ff_map.png
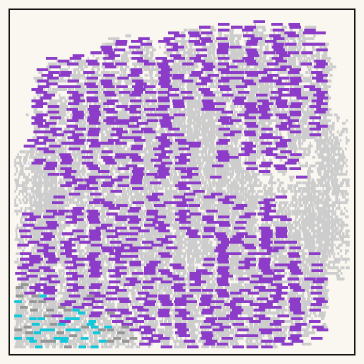
m2.png
Cells faint in the background.
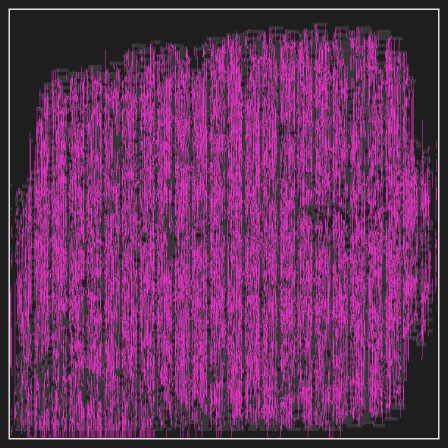
placed.png
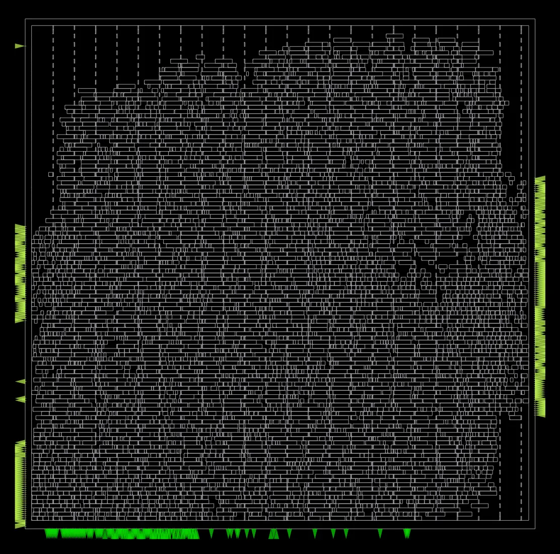
m1.png
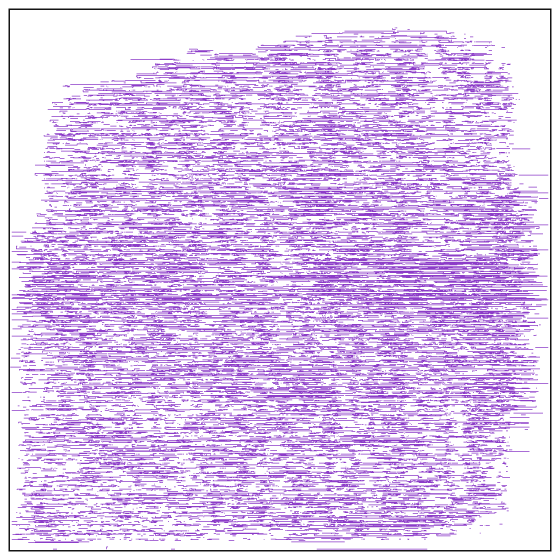
util_map.png
The die is cut into 33 by 33 equal tiles; white is low, dark blue is high, 0 to 100% covered.
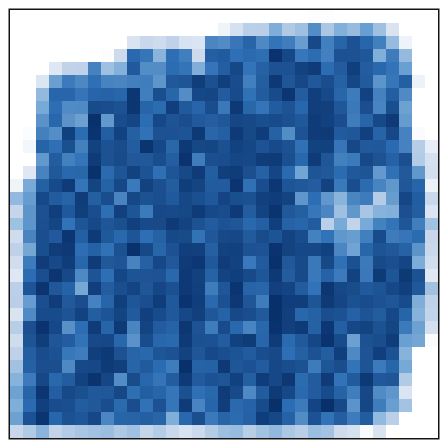
**config.mk**
```make
export PLATFORM = sky130hd
export DESIGN_NAME = wb_regfile_flat
export DESIGN_NICKNAME = d
export VERILOG_FILES = /design/src/rtl/mips_cpu_pkg.sv /design/src/rtl/wb_regfile_if.sv /design/src/rtl/wb_load_align.sv /design/src/rtl/wb_regfile.sv /design/src/flat_wrapper.sv
export SDC_FILE = /design/constraint.sdc
export NUM_CORES = 2
export LEC_CHECK = 0
export CORE_MARGIN = 4
export CORE_UTILIZATION = 55
export CTS_CLUSTER_DIAMETER = 150
export DETAILED_ROUTE_END_ITERATION = 10
export PLACE_DENSITY = 0.77
export SLEW_MARGIN = 5
export SYNTH_ARGS = -nofsm -noshare
export SYNTH_HDL_FRONTEND = slang
export SYNTH_SLANG_ARGS = --single-unit
```
**constraint.sdc**
```tcl
create_clock -name cpu_clk_50M -period 4.75 [get_ports cpu_clk_50M]
set_input_delay 1.425 -clock cpu_clk_50M [delete_from_list [all_inputs] [get_ports cpu_clk_50M]]
set_output_delay 1.425 -clock cpu_clk_50M [all_outputs]
set_load 0.01 [all_outputs]
```
**src/rtl/mips_cpu_pkg.sv**
```systemverilog
// mips_cpu_pkg
//   Shared types and constants for the MIPS core datapath: register and
//   address widths, the zero/NOP constants, and the write-back byte-lane
//   select codes used by load extraction.
package mips_cpu_pkg;

  localparam int DATA_W = 32;
  localparam int ADDR_W = 5;

  typedef logic [DATA_W-1:0]   reg_t;
  typedef logic [ADDR_W-1:0]   reg_addr_t;
  typedef logic [2*DATA_W-1:0] double_reg_t;
  typedef logic [3:0]          bsel_t;

  localparam reg_t      ZERO    = '0;
  localparam reg_addr_t REG_NOP = '0;

  localparam bsel_t BSEL_WORD    = 4'b1111;
  localparam bsel_t BSEL_HALF_LO = 4'b0011;
  localparam bsel_t BSEL_HALF_HI = 4'b1100;
  localparam bsel_t BSEL_B0      = 4'b0001;
  localparam bsel_t BSEL_B1      = 4'b0010;
  localparam bsel_t BSEL_B2      = 4'b0100;
  localparam bsel_t BSEL_B3      = 4'b1000;

endpackage

```
**src/rtl/wb_regfile_if.sv**
```systemverilog
// wb_regfile_if
//   Write-back bundle between the MEM/WB pipeline register and the register
//   file, plus the effective-write forwarding outputs.
//   slave  : register file side (consumes wb_i_*, drives wb_o_*)
//   master : pipeline side      (drives wb_i_*, consumes wb_o_*)
interface wb_regfile_if;
  import mips_cpu_pkg::*;

  logic        wb_i_dm2rf;
  logic        wb_i_hilowe;
  logic        wb_i_rfwe;
  bsel_t       wb_i_bytesel;
  logic        wb_i_dmsext;
  reg_addr_t   wb_i_rfwa;
  double_reg_t wb_i_mulres;
  reg_t        wb_i_alures;
  reg_t        wb_i_dmdout;

  logic        wb_o_rfwe;
  reg_addr_t   wb_o_rfwa;
  reg_t        wb_o_wd;

  modport slave (
    input  wb_i_dm2rf, wb_i_hilowe, wb_i_rfwe, wb_i_bytesel, wb_i_dmsext,
           wb_i_rfwa, wb_i_mulres, wb_i_alures, wb_i_dmdout,
    output wb_o_rfwe, wb_o_rfwa, wb_o_wd
  );

  modport master (
    output wb_i_dm2rf, wb_i_hilowe, wb_i_rfwe, wb_i_bytesel, wb_i_dmsext,
           wb_i_rfwa, wb_i_mulres, wb_i_alures, wb_i_dmdout,
    input  wb_o_rfwe, wb_o_rfwa, wb_o_wd
  );

endinterface

```
**src/rtl/wb_load_align.sv**
```systemverilog
// wb_load_align
//   Combinational load extraction: selects the word, halfword or byte lane
//   named by bytesel from the raw memory word, right-aligns it and sign- or
//   zero-extends it.
//   dmdout  in  raw data-memory word
//   bytesel in  lane mask, bit0 = bits 7:0
//   dmsext  in  1 = sign-extend sub-word data
//   data    out aligned/extended load value (0 for an illegal mask)
//   illegal out mask is not one of the seven legal codes
module wb_load_align
  import mips_cpu_pkg::*;
(
  input  reg_t  dmdout,
  input  bsel_t bytesel,
  input  logic  dmsext,
  output reg_t  data,
  output logic  illegal
);

  function automatic reg_t ext8(input logic [7:0] b, input logic sext);
    logic signed [DATA_W-1:0] s;
    s = DATA_W'($signed(b));
    return sext ? reg_t'(s) : reg_t'({24'b0, b});
  endfunction

  function automatic reg_t ext16(input logic [15:0] h, input logic sext);
    logic signed [DATA_W-1:0] s;
    s = DATA_W'($signed(h));
    return sext ? reg_t'(s) : reg_t'({16'b0, h});
  endfunction

  always_comb begin
    data    = ZERO;
    illegal = 1'b0;
    case (bytesel)
      BSEL_WORD:    data = dmdout;
      BSEL_HALF_LO: data = ext16(dmdout[15:0],  dmsext);
      BSEL_HALF_HI: data = ext16(dmdout[31:16], dmsext);
      BSEL_B0:      data = ext8(dmdout[7:0],    dmsext);
      BSEL_B1:      data = ext8(dmdout[15:8],   dmsext);
      BSEL_B2:      data = ext8(dmdout[23:16],  dmsext);
      BSEL_B3:      data = ext8(dmdout[31:24],  dmsext);
      default:      illegal = 1'b1;
    endcase
  end

endmodule

```
**src/rtl/wb_regfile.sv**
```systemverilog
// wb_regfile
//   32 x 32-bit GPR file with HI/LO registers and the write-back mux.
//   GPR0 is hardwired to zero. Reads are combinational with write-first
//   bypass of the write presented this cycle; HI/LO reads bypass the
//   multiply result while wb_i_hilowe is high.
//   cpu_clk_50M in  clock, rising edge
//   cpu_rst_n   in  synchronous active-low reset
//   bus         wb_regfile_if.slave write-back bundle and forwarding outputs
//   id_i_ra1/2  in  GPR read addresses
//   id_o_rd1/2  out GPR read data
//   ex_o_hi/lo  out HI/LO read data
module wb_regfile
  import mips_cpu_pkg::*;
(
  input  logic             cpu_clk_50M,
  input  logic             cpu_rst_n,
  wb_regfile_if.slave      bus,
  input  reg_addr_t        id_i_ra1,
  input  reg_addr_t        id_i_ra2,
  output reg_t             id_o_rd1,
  output reg_t             id_o_rd2,
  output reg_t             ex_o_hi,
  output reg_t             ex_o_lo
);

  reg_t gpr [32];
  reg_t hi_q;
  reg_t lo_q;

  reg_t ld_data;
  logic ld_illegal;
  reg_t wr_data;
  logic wr_en;

  wb_load_align u_load_align (
    .dmdout  (bus.wb_i_dmdout),
    .bytesel (bus.wb_i_bytesel),
    .dmsext  (bus.wb_i_dmsext),
    .data    (ld_data),
    .illegal (ld_illegal)
  );

  // An illegal lane mask only matters on a load; ALU writes ignore bytesel.
  assign wr_data = bus.wb_i_dm2rf ? ld_data : bus.wb_i_alures;
  assign wr_en   = cpu_rst_n && bus.wb_i_rfwe && (bus.wb_i_rfwa != REG_NOP)
                   && !(bus.wb_i_dm2rf && ld_illegal);

  assign bus.wb_o_rfwe = wr_en;
  assign bus.wb_o_rfwa = cpu_rst_n ? bus.wb_i_rfwa : REG_NOP;
  assign bus.wb_o_wd   = cpu_rst_n ? wr_data : ZERO;

  function automatic reg_t read_mux(input logic      rst_n_v,
                                    input logic      we,
                                    input reg_addr_t wa,
                                    input reg_t      wd,
                                    input reg_addr_t ra,
                                    input reg_t      stored);
    if (!rst_n_v || ra == REG_NOP) return ZERO;
    if (we && wa == ra)            return wd;
    return stored;
  endfunction

  assign id_o_rd1 = read_mux(cpu_rst_n, wr_en, bus.wb_i_rfwa, wr_data,
                             id_i_ra1, gpr[id_i_ra1]);
  assign id_o_rd2 = read_mux(cpu_rst_n, wr_en, bus.wb_i_rfwa, wr_data,
                             id_i_ra2, gpr[id_i_ra2]);

  assign ex_o_hi = !cpu_rst_n     ? ZERO
                 : bus.wb_i_hilowe ? bus.wb_i_mulres[63:32] : hi_q;
  assign ex_o_lo = !cpu_rst_n     ? ZERO
                 : bus.wb_i_hilowe ? bus.wb_i_mulres[31:0]  : lo_q;

  // Write-back register stage: wr_en is already forced low for r0 and
  // during reset, so gpr[0] stays zero.
  always_ff @(posedge cpu_clk_50M) begin
    if (!cpu_rst_n) begin
      for (int i = 0; i < 32; i++) gpr[i] <= ZERO;
    end else if (wr_en) begin
      gpr[bus.wb_i_rfwa] <= wr_data;
    end
  end

  always_ff @(posedge cpu_clk_50M) begin
    if (!cpu_rst_n) begin
      hi_q <= ZERO;
      lo_q <= ZERO;
    end else if (bus.wb_i_hilowe) begin
      hi_q <= bus.wb_i_mulres[63:32];
      lo_q <= bus.wb_i_mulres[31:0];
    end
  end

endmodule

```
**src/flat_wrapper.sv**
```systemverilog
// flat-port wrapper written by rule: the top's interface ports become plain ports
module wb_regfile_flat import mips_cpu_pkg::*;
  (cpu_clk_50M, cpu_rst_n, id_i_ra1, id_i_ra2, id_o_rd1, id_o_rd2, ex_o_hi, ex_o_lo, bus_wb_i_dm2rf, bus_wb_i_hilowe, bus_wb_i_rfwe, bus_wb_i_bytesel, bus_wb_i_dmsext, bus_wb_i_rfwa, bus_wb_i_mulres, bus_wb_i_alures, bus_wb_i_dmdout, bus_wb_o_rfwe, bus_wb_o_rfwa, bus_wb_o_wd);
  wb_regfile_if bus_i ();
  input  logic cpu_clk_50M;
  input  logic cpu_rst_n;
  input  reg_addr_t id_i_ra1;
  input  reg_addr_t id_i_ra2;
  output reg_t id_o_rd1;
  output reg_t id_o_rd2;
  output reg_t ex_o_hi;
  output reg_t ex_o_lo;
  input wire logic [$bits(bus_i.wb_i_dm2rf)-1:0] bus_wb_i_dm2rf;
  input wire logic [$bits(bus_i.wb_i_hilowe)-1:0] bus_wb_i_hilowe;
  input wire logic [$bits(bus_i.wb_i_rfwe)-1:0] bus_wb_i_rfwe;
  input wire logic [$bits(bus_i.wb_i_bytesel)-1:0] bus_wb_i_bytesel;
  input wire logic [$bits(bus_i.wb_i_dmsext)-1:0] bus_wb_i_dmsext;
  input wire logic [$bits(bus_i.wb_i_rfwa)-1:0] bus_wb_i_rfwa;
  input wire logic [$bits(bus_i.wb_i_mulres)-1:0] bus_wb_i_mulres;
  input wire logic [$bits(bus_i.wb_i_alures)-1:0] bus_wb_i_alures;
  input wire logic [$bits(bus_i.wb_i_dmdout)-1:0] bus_wb_i_dmdout;
  output wire logic [$bits(bus_i.wb_o_rfwe)-1:0] bus_wb_o_rfwe;
  output wire logic [$bits(bus_i.wb_o_rfwa)-1:0] bus_wb_o_rfwa;
  output wire logic [$bits(bus_i.wb_o_wd)-1:0] bus_wb_o_wd;
  assign bus_i.wb_i_dm2rf = bus_wb_i_dm2rf;
  assign bus_i.wb_i_hilowe = bus_wb_i_hilowe;
  assign bus_i.wb_i_rfwe = bus_wb_i_rfwe;
  assign bus_i.wb_i_bytesel = bus_wb_i_bytesel;
  assign bus_i.wb_i_dmsext = bus_wb_i_dmsext;
  assign bus_i.wb_i_rfwa = bus_wb_i_rfwa;
  assign bus_i.wb_i_mulres = bus_wb_i_mulres;
  assign bus_i.wb_i_alures = bus_wb_i_alures;
  assign bus_i.wb_i_dmdout = bus_wb_i_dmdout;
  assign bus_wb_o_rfwe = bus_i.wb_o_rfwe;
  assign bus_wb_o_rfwa = bus_i.wb_o_rfwa;
  assign bus_wb_o_wd = bus_i.wb_o_wd;
  wb_regfile u_core (.cpu_clk_50M(cpu_clk_50M), .cpu_rst_n(cpu_rst_n), .bus(bus_i), .id_i_ra1(id_i_ra1), .id_i_ra2(id_i_ra2), .id_o_rd1(id_o_rd1), .id_o_rd2(id_o_rd2), .ex_o_hi(ex_o_hi), .ex_o_lo(ex_o_lo));
endmodule
```
==> reports/qor.yml <==
gr-total-overflow: 0
ys_sh_mux: 0.2013
n_antenna_cell: 4
dieHeight_um: 330.7
synth_chip_area_um2: 57290
nets: 5631
chipArea_um2: 109400
fin_skew_ns: 0
synth_seq_share: 0.5591
finalSetupTns_ns: -10.75
clock_area_frac: 0.04694
critPathArrivalTime_ns: 3.66
p_leak_nw: 28.60
core.rowCount: 118
sh_comb_area: 0.3332
clock_sinks: 1088
cts_setup_buffers: 155
num-multi-input-gates: 3013
ys_sh_adder: 0
finalWorstSetupSlack_ns: -0.3310
stdcell_area_um2: 75910
ctsResizeCount: 663
final-setup-viol-count: 78
fp_util: 0.5535
remaining_drc_errors: 0
nonClkBufAreaFrac: 0.1747
outcome: "finished, violations left"
holdBufCountCts: 0
hp-class: "register to register"
violations: "negative setup slack"
area_growth_pct: 32.50
combGateArea_um2: 25300
worstPathRequired_ns: 3.32
syn_inst: 4543
gp_congestion: 1.004
grt_pass1_wl_um: 325500
grt_max_degree: 66
yosys_warnings: 0
Back to the opening pictures, ff_map.png:
Key: cyan = u_core.lo_q [flops 32, where south-west]; purple = u_core.gpr [flops 1024, where spread over the die]
Another 32 sequential cells are not colored.

Back to the opening pictures, m2.png:
The longest straight run is 106 um. The wires run mostly vertical. 5067 nets have wire on it. The layer carries 101 mm of wire.

Back to the opening pictures, placed.png:
core footprint: 103500 um^2
final core utilization: 0.7335
Tap Count: 1380

Back to the opening pictures, m1.png:
The layer carries 74.9 mm of wire. 5358 nets have wire on it.

Back to the opening pictures, util_map.png:
The densest ninth of the die: center. 61% of the tiles are over 75% full. 11% of the tiles are nearly empty. The emptiest ninth of the die: north-west. The fullest tile reaches 100%. The mean over all tiles is 68%.

-- critical path, cell delays in order --
cell,delay [ns]
buf_8,0.11
buf_8,0.13
nand3b_1,0.18
a211oi_2,0.25
buf_4,0.18
o31ai_4,0.08
nand2_2,0.16
buf_6,0.15
o221ai_4,0.14
buf_6,0.14
o211ai_1,0.47
buf_2,0.24
-- metrics by stage --
stage          hold slack (ns)  cells  total power (W)  worst slack [ns]  utilization
6_report                0.5102   6951          0.02495           -0.3310       0.7335
3_5_place_dp            0.5005   6533          0.01571            -1.090       0.6591
3_3_place_gp            0.4860   6533          0.01560            -1.055       0.6591
5_1_grt                 0.5324   6948          0.02547           -0.2936       0.7334
4_1_cts                 0.5156   6898          0.02445           -0.2088       0.7145
2_1_floorplan           0.5372   4574          0.01338          -0.01523            -
-- final timing paths --
path                                     startpoint               to  cells past startpoint
worst max-delay path            bus_wb_i_bytesel[2]     id_o_rd2[19]                     12
worst min-delay path                u_core.hi_q[21]  u_core.hi_q[21]                      2
worst max register to register       u_core.lo_q[2]   u_core.lo_q[2]                      2
worst min register to register      u_core.hi_q[21]  u_core.hi_q[21]                      2
-- sequential cells by signal (all words and copies together), names as in the netlist --
name         cells
u_core.gpr    1024
u_core.hi_q     32
u_core.lo_q     32
-- logic make-up after synthesis --
logic type / after synthesis
and+or+nand+nor: 1488
DFF: 1088
muxes: 832
AOI/OAI and AO/OA: 651
buffers and inverters: 473
xor gates and xnor gates: 10
other: 1
-- power breakdown --
group          leakage [nW]  internal (W)  switching, W
logic                  16.6       0.00214       0.00281
clock network          1.74       0.00489       0.00381
registers              10.3        0.0110      0.000293
total                  28.6        0.0180       0.00692
-- routing by layer --
metal / GRT usage / wire (um)
met5: 0.005324 / 437
met4: 0.2462 / 17570
met3: 0.1835 / 44390
met2: 0.6010 / 101000
met1: 0.5169 / 74920
No activity file was given, so power comes from the tool's default toggle rates.
